<file path="config.mk">
export PLATFORM = sky130hd
export DESIGN_NAME = seq_detect_prog
export DESIGN_NICKNAME = d
export VERILOG_FILES = /design/src/rtl/seq_det_pkg.sv /design/src/rtl/seq_detect_prog_sat_counter.sv /design/src/rtl/seq_detect_prog.sv
export SDC_FILE = /design/constraint.sdc
export NUM_CORES = 1
export LEC_CHECK = 0
export CORE_ASPECT_RATIO = 0.8
export CORE_UTILIZATION = 67
export CTS_CLUSTER_DIAMETER = 200
export CTS_CLUSTER_SIZE = 40
export DETAILED_ROUTE_END_ITERATION = 16
export DONT_BUFFER_PORTS = 1
export PLACE_DENSITY = 0.83
export SLEW_MARGIN = 20
export SYNTH_ARGS = -nofsm -noshare
export SYNTH_HDL_FRONTEND = slang
export SYNTH_HIERARCHICAL = 1
export SYNTH_SLANG_ARGS = --single-unit
export TNS_END_PERCENT = 1
</file>
<file path="constraint.sdc">
create_clock -name clk -period 4.7 [get_ports clk]
set_input_delay 0.47 -clock clk [delete_from_list [all_inputs] [get_ports clk]]
set_output_delay 0.47 -clock clk [all_outputs]
set_load 0.02 [all_outputs]
</file>
<file path="src/rtl/seq_det_pkg.sv">
// Shared definitions for the programmable sequence detector.
//
// Contents:
//   DEFAULT_LEN / DEFAULT_PAT : pattern length and pattern used after reset
//   len_w()                   : width needed to hold a length 0..max_len
//   ovl_mode_e                : overlapping / non-overlapping detection mode
package seq_det_pkg;

  // Power-up pattern: three zeros, right-aligned in up to 32 bits.
  localparam int          DEFAULT_LEN = 3;
  localparam logic [31:0] DEFAULT_PAT = 32'b000;

  // Width of a field that must hold every value 0..max_len inclusive.
  function automatic int len_w(input int max_len);
    return $clog2(max_len + 1);
  endfunction

  typedef enum logic {
    OVL_OFF = 1'b0,
    OVL_ON  = 1'b1
  } ovl_mode_e;

endpackage

</file>
<file path="src/rtl/seq_detect_prog_sat_counter.sv">
// Saturating up-counter with synchronous clear.
//
// Ports:
//   clk   in  : rising-edge clock
//   reset in  : asynchronous active-low reset (count -> 0)
//   clr   in  : synchronous clear, takes priority over inc
//   inc   in  : count up by one unless already at MAX
//   q     out : current count (W bits)
module sat_counter
  import seq_det_pkg::*;
#(
  parameter int           W   = 8,
  parameter logic [W-1:0] MAX = '1
) (
  input  logic         clk,
  input  logic         reset,
  input  logic         clr,
  input  logic         inc,
  output logic [W-1:0] q
);

  logic [W-1:0] count_q;
  logic [W-1:0] count_d;

  // Clear beats increment so a clear cycle always leaves the count at zero.
  always_comb begin
    count_d = count_q;
    if (clr) begin
      count_d = '0;
    end else if (inc && (count_q != MAX)) begin
      count_d = count_q + W'(1);
    end
  end

  always_ff @(posedge clk or negedge reset) begin
    if (!reset) begin
      count_q <= '0;
    end else begin
      count_q <= count_d;
    end
  end

  assign q = count_q;

endmodule

</file>
<file path="src/rtl/seq_detect_prog.sv">
// Runtime-programmable serial bit-sequence detector.
//
// A pattern of 1..MAX_LEN bits is compared against the most recent accepted
// serial bits. The first-received pattern bit lives at pat[len-1], the last
// at pat[0]. Detection can be overlapping or non-overlapping.
//
// Ports:
//   clk        in  : rising-edge clock
//   reset      in  : asynchronous active-low reset
//   xin        in  : serial data bit
//   xin_valid  in  : xin is consumed this cycle
//   pat_load   in  : load pat_in/len_in (xin is discarded this cycle)
//   pat_in     in  : new pattern, right-aligned
//   len_in     in  : new pattern length (legal 1..MAX_LEN)
//   overlap    in  : 1 = overlapping detection, 0 = non-overlapping
//   cnt_clr    in  : synchronous clear of match_cnt (wins over a match)
//   y          out : combinational match on the final pattern bit
//   y_q        out : y delayed by one cycle
//   match_cnt  out : saturating number of matches
//   cfg_err    out : one-cycle pulse after an illegal load
module seq_detect_prog
  import seq_det_pkg::*;
#(
  parameter int                 MAX_LEN = 8,
  parameter int                 CNT_W   = 8,
  parameter int                 DEF_LEN = DEFAULT_LEN,
  parameter logic [MAX_LEN-1:0] DEF_PAT = DEFAULT_PAT[MAX_LEN-1:0],
  localparam int                LW      = len_w(MAX_LEN)
) (
  input  logic               clk,
  input  logic               reset,
  input  logic               xin,
  input  logic               xin_valid,
  input  logic               pat_load,
  input  logic [MAX_LEN-1:0] pat_in,
  input  logic [LW-1:0]      len_in,
  input  logic               overlap,
  input  logic               cnt_clr,
  output logic               y,
  output logic               y_q,
  output logic [CNT_W-1:0]   match_cnt,
  output logic               cfg_err
);

  logic [MAX_LEN-1:0] hist_q, hist_d;
  logic [MAX_LEN-1:0] pat_q, pat_d;
  logic [LW-1:0]      len_q, len_d;
  logic               cfg_err_q, cfg_err_d;
  logic               y_d;

  logic [LW-1:0]      fill_q;
  logic               fill_clr;

  logic               accept;
  logic               len_legal;
  logic [MAX_LEN-1:0] win;
  logic [MAX_LEN-1:0] mask;
  logic               fill_ok;
  logic               pattern_hit;

  // A load cycle always swallows the data bit, legal load or not.
  assign accept    = xin_valid & ~pat_load;
  assign len_legal = (len_in != '0) && (len_in <= LW'(MAX_LEN));

  // The window includes the bit arriving right now, which is what makes y Mealy.
  assign win = {hist_q[MAX_LEN-2:0], xin};

  // Only the low len bits of window and pattern take part in the compare.
  always_comb begin
    mask = '0;
    for (int i = 0; i < MAX_LEN; i++) begin
      mask[i] = (LW'(i) < len_q);
    end
  end

  // fill counts the history bits behind the current one; len-1 of them are
  // needed. Widened by one bit so fill+1 cannot wrap for any MAX_LEN.
  assign fill_ok     = ({1'b0, fill_q} + (LW+1)'(1)) >= {1'b0, len_q};
  assign pattern_hit = ((win ^ pat_q) & mask) == '0;

  // Gating with reset keeps y low while the block is held in reset, even for
  // a one-bit default pattern.
  assign y_d = accept & fill_ok & pattern_hit & reset;
  assign y   = y_d;

  // Non-overlapping mode restarts the fill after a match so the next match
  // needs a full set of fresh bits; a legal load restarts it as well.
  assign fill_clr = (pat_load & len_legal) |
                    (y_d & (ovl_mode_e'(overlap) == OVL_OFF));

  // Next-state for history and configuration. Illegal loads leave every piece
  // of state alone and only raise cfg_err for the following cycle.
  always_comb begin
    hist_d    = hist_q;
    pat_d     = pat_q;
    len_d     = len_q;
    cfg_err_d = 1'b0;
    if (pat_load) begin
      if (len_legal) begin
        pat_d  = pat_in;
        len_d  = len_in;
        hist_d = '0;
      end else begin
        cfg_err_d = 1'b1;
      end
    end else if (xin_valid) begin
      hist_d = win;
    end
  end

  always_ff @(posedge clk or negedge reset) begin
    if (!reset) begin
      hist_q    <= '0;
      pat_q     <= DEF_PAT;
      len_q     <= LW'(DEF_LEN);
      cfg_err_q <= 1'b0;
      y_q       <= 1'b0;
    end else begin
      hist_q    <= hist_d;
      pat_q     <= pat_d;
      len_q     <= len_d;
      cfg_err_q <= cfg_err_d;
      y_q       <= y_d;
    end
  end

  assign cfg_err = cfg_err_q;

  // Number of accepted bits since the last restart, capped at MAX_LEN.
  sat_counter #(
    .W   (LW),
    .MAX (LW'(MAX_LEN))
  ) u_fill (
    .clk   (clk),
    .reset (reset),
    .clr   (fill_clr),
    .inc   (accept),
    .q     (fill_q)
  );

  sat_counter #(
    .W (CNT_W)
  ) u_match_cnt (
    .clk   (clk),
    .reset (reset),
    .clr   (cnt_clr),
    .inc   (y_d),
    .q     (match_cnt)
  );

endmodule

</file>
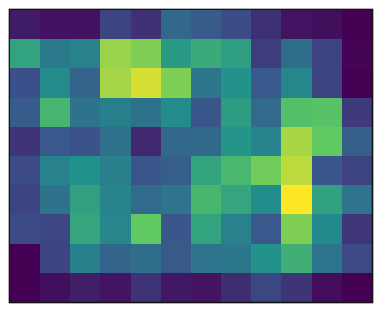
*Wiring heat map, run 1*
Scale: 6 px per µm. 12 x 10 tiles, from dark purple (low) to yellow (high), scaled to the fullest tile. Values are wire area over tile area, all layers added.
densest ninth of the die: east
emptiest ninth of the die: north-east
fullest tile: 0.49
mean over tiles: 0.18

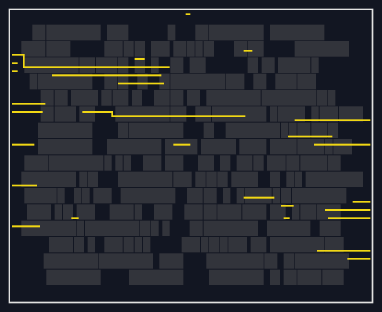
*Signal wires on met3, run 1*
Scale: 6 px per µm. Cells faint in the background.
nets with wire on the layer: 22
share of all routed wire: 5.2%
longest straight run: 24.1 µm

==> run_results.csv, run 1 <==
group,metric,value,unit
die,pin_count,30,
yosys,syn-cell-area,1820,µm²
final_layout,layout_top_cell,"dfrtp_1",
critical_path,endpoint_kind,"flip-flop",
placed_design,dp_hpwl,2400,µm
critical_path,critPathMaxFanout,11,
final_layout,layout.nonclk_buf_share,2.33,%
final_layout,layout_top_cells,"dfrtp_1 (31), nand2_1 (20), mux2_2 (11)",
critical_path,cpLargestDelayFamily,"simple AND/OR/NAND/NOR gates",
yosys,ys_sh_simple,18.6,%
power_and_ir_drop,comb_cell_power,130,µW
global_routing,use_met1,34.9,%
critical_path,crit_path_start,"u_fill/q[0]$_DFFE_PN0P_",
placed_design,dp_slack,1.97,ns
timing,tightest_slew,0.534,ns
timing,fmax,360,MHz
final_layout,area_growth,6.19,%
global_routing,met2_usage,43.8,%
placed_design,dp_cells,209,
detailed_routing,top_layer,"met4",
power_and_ir_drop,power-top-group,"sequential cells",
critical_path,critical_path.max_stage_delay,0.47,ns
die,die_y,48.6,µm
yosys,syn_inst,176,
critical_path,crit_path_end,"u_match_cnt/q[7]$_DFFE_PN0P_",
hold_path,whs_endpoint,"u_match_cnt/q[5]$_DFFE_PN0P_",
yosys,topCombFamilyByArea,"simple AND/OR/NAND/NOR gates",
yosys,ys_seq_elements,33,
power_and_ir_drop,p_seq_share,55.7,%
power_and_ir_drop,power_density,323,nW/µm²
clocking,cts_htree_levels,2,
global_routing,antenna_found_initial,0,
die,tap_cells,36,
status,status,"complete, no violations",
job,warnings,27,
timing,finalHoldViolCount,0,
critical_path,worstPathCellList,"ha_1 > xor2_1 > ha_1 > o21ai_0 > o21ai_0 > nand3_1 > nor3_1 > buf_4 > nand3_1 > or3_1 > a211oi_1",
yosys,synth_seq_share,45.5,%
final_layout,utilization,77.3,%
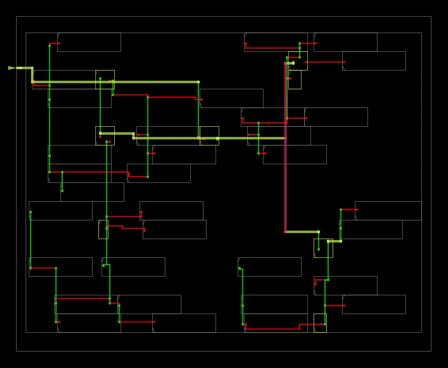
*The clock network, run 1*
flop count: 33
clock sink count: 33
CTS buffer count: 5
clk_lat worst skew: 0.32 ns

==> run 1 -> run 2 <==
Settings changed: CORE_UTILIZATION 67 to 56, PLACE_DENSITY 0.83 to 0.74.
Clock period 4.7 ns to 2.44 ns, I/O delays scaled along.
==> run 2 against run 1 <==
  * The flow now finishes with violations (setup timing)
  * Via count rose by 4.6%
  * Cell count up 3.2%
  * Synthesized cell count did not move
  * Non-clock buffer count increased by 4
  * Worst hold slack worse by 0.19 ns
  * Count of clock-buffer cells in the layout up 1
  * Power up 120%
  * Flip-flop count did not move
  * Fmax grew 14%
==> run_results.csv, run 2 <==
group,metric,value,unit
status,status,"complete, but fails checks",
status,violations,"setup timing",
power_and_ir_drop,power_density,666,nW/µm²
critical_path,cpLargestDelayFamily,"simple AND/OR/NAND/NOR gates",
timing,finalSetupViolCount,1,
clocking,clock-sinks,33,
global_routing,use_met1,27.8,%
clocking,cts_made_buffers,5,
critical_path,crit_path_end,"u_match_cnt/q[7]$_DFFE_PN0P_",
yosys,syn_inst,176,
critical_path,crit_path_start,"u_fill/q[0]$_DFFE_PN0P_",
yosys,ys_seq_elements,33,
timing,fmax,409,MHz
global_routing,antenna_found_initial,0,
timing,fin_ws,-0.00559,ns
power_and_ir_drop,comb_cell_power,293,µW
global_routing,met2_usage,38.4,%
yosys,ys_sh_simple,18.6,%
final_layout,flops,33,
final_layout,area_growth,13.5,%
final_layout,utilization,67.0,%
power_and_ir_drop,power-top-group,"sequential cells",
yosys,syn-cell-area,1820,µm²
placed_design,dp_cells,215,
yosys,synth_seq_share,45.5,%
critical_path,critPathMaxFanout,6,
critical_path,worstPathCellList,"ha_4 > xor2_1 > ha_1 > o21ai_1 > o21ai_1 > nand3_2 > nor3_4 > nand3_2 > or3_4 > a211oi_2",
placed_design,dp_slack,0.00167,ns
final_layout,layout_top_cells,"dfrtp_1 (29), nand2_1 (20), mux2_2 (10)",
yosys,topCombFamilyByArea,"simple AND/OR/NAND/NOR gates",
die,die_y,53.0,µm
die,pin_count,30,
power_and_ir_drop,p_seq_share,49.1,%
die,tap_cells,40,
final_layout,layout.nonclk_buf_share,3.63,%
clocking,clock_latency,0.28,ns
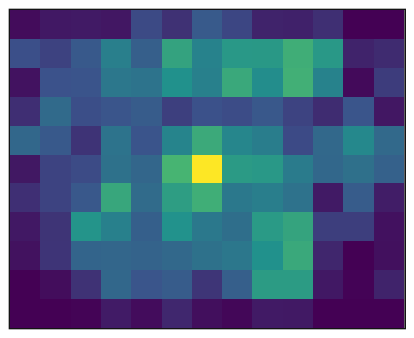
*Wiring heat map, run 2*
Scale: 6 px per µm. 13 x 11 tiles, from dark purple (low) to yellow (high), scaled to the fullest tile. Values are wire area over tile area, all layers added.
tiles over half the peak: 16%
densest ninth of the die: center
nearly empty tiles: 8.4%

==> run 2 -> run 3 <==
Settings changed: RECOVER_POWER set to 100, TNS_END_PERCENT 1 to 30.
==> run 3 against run 2 <==
  * The flow finishes with violations (capacitance limit, slew limit, setup timing)
  * Clock power is essentially flat
  * Routed wire length grew 2.2%
  * Global-route usage is the same
  * Combinational power is essentially flat
  * First-iteration DRC count shrank 4.8%
  * Design area shrank 1.3%
  * Cell count is the same
  * Critical path type unchanged
  * Critical endpoint unchanged
  * Largest cell class unchanged
==> run_results.csv, run 3 <==
group,metric,value,unit
status,status,"complete, but fails checks",
clocking,clock-sinks,33,
yosys,syn_inst,176,
final_layout,utilization,66.1,%
yosys,adder_share,5.50,%
critical_path,critPathMaxFanout,6,
detailed_routing,antenna_left,0,
detailed_routing,wl_per_cell,16.9,µm
power_and_ir_drop,combPwrFrac,21.2,%
timing,fin_hold_ws,0.0102,ns
final_layout,layout.nonclk_buf_share,2.88,%
yosys,topCombFamilyByArea,"simple AND/OR/NAND/NOR gates",
timing,report.final.slew_viol_count,34,
final_layout,layout_top_cells,"dfrtp_1 (28), nand2_1 (21), mux2_2 (10)",
die,die_y,53.0,µm
power_and_ir_drop,p_seq_share,49.1,%
global_routing,met2_usage,38.4,%
timing,fin_ws,-0.00990,ns
die,pin_count,30,
final_layout,flops,33,
global_routing,use_met1,27.8,%
status,violations,"capacitance limit, slew limit, setup timing",
job,drv_cap,1,
yosys,ys_sh_simple,18.6,%
power_and_ir_drop,power-top-group,"sequential cells",
timing,finalSetupViolCount,2,
power_and_ir_drop,comb_cell_power,293,µW
timing,fin_crit,2.45,ns
die,tap_cells,40,
critical_path,crit_path_start,"u_fill/q[0]$_DFFE_PN0P_",
yosys,synth_seq_share,45.5,%
yosys,syn-cell-area,1820,µm²
yosys,ys_sh_aoi,11.3,%
critical_path,worstPathCellList,"ha_4 > xor2_2 > ha_1 > o21ai_1 > o21ai_1 > nand3_2 > nor3_4 > nand3_2 > or3_4 > a211oi_2",
placed_design,dp_cells,215,
global_routing,antenna_found_initial,0,
yosys,ys_seq_elements,33,
timing,fmax,408,MHz
critical_path,crit_path_end,"u_match_cnt/q[7]$_DFFE_PN0P_",
critical_path,cpLargestDelayFamily,"simple AND/OR/NAND/NOR gates",
placed_design,dp_slack,0.00167,ns
detailed_routing,vias,1369,
final_layout,area_growth,12.0,%
clocking,cts_made_buffers,5,
power_and_ir_drop,power_density,677,nW/µm²
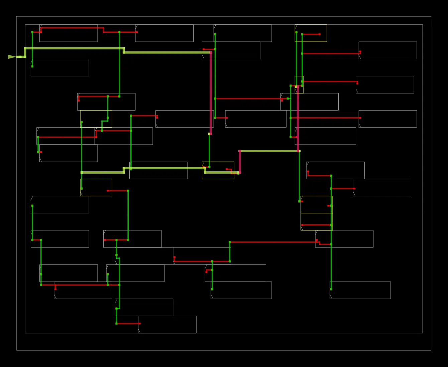
*The clock network, run 3*
clk_lat worst skew: 0.28 ns
clock buffers: 7


## Gallery

Cells by drive strength.
Scale: 4 px per µm.
shot_01.png
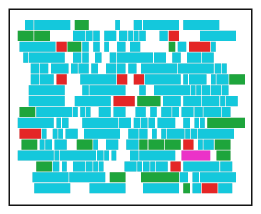
shot_02.png
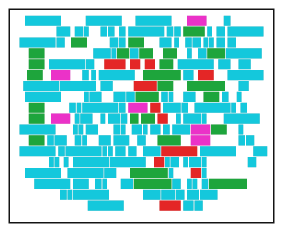
run 3 -> shot_02.png
run 1 -> shot_01.png
- largest die: shot_02.png

Key to shot_01.png:
[_3 and _4 cells] red | cells: 11
[_2 cells] green | cells: 20
[_6 and larger] magenta | cells: 1
[_0 and _1 cells] cyan | cells: 151

Power figures rest on the tool's default switching activity, not on a simulated workload.
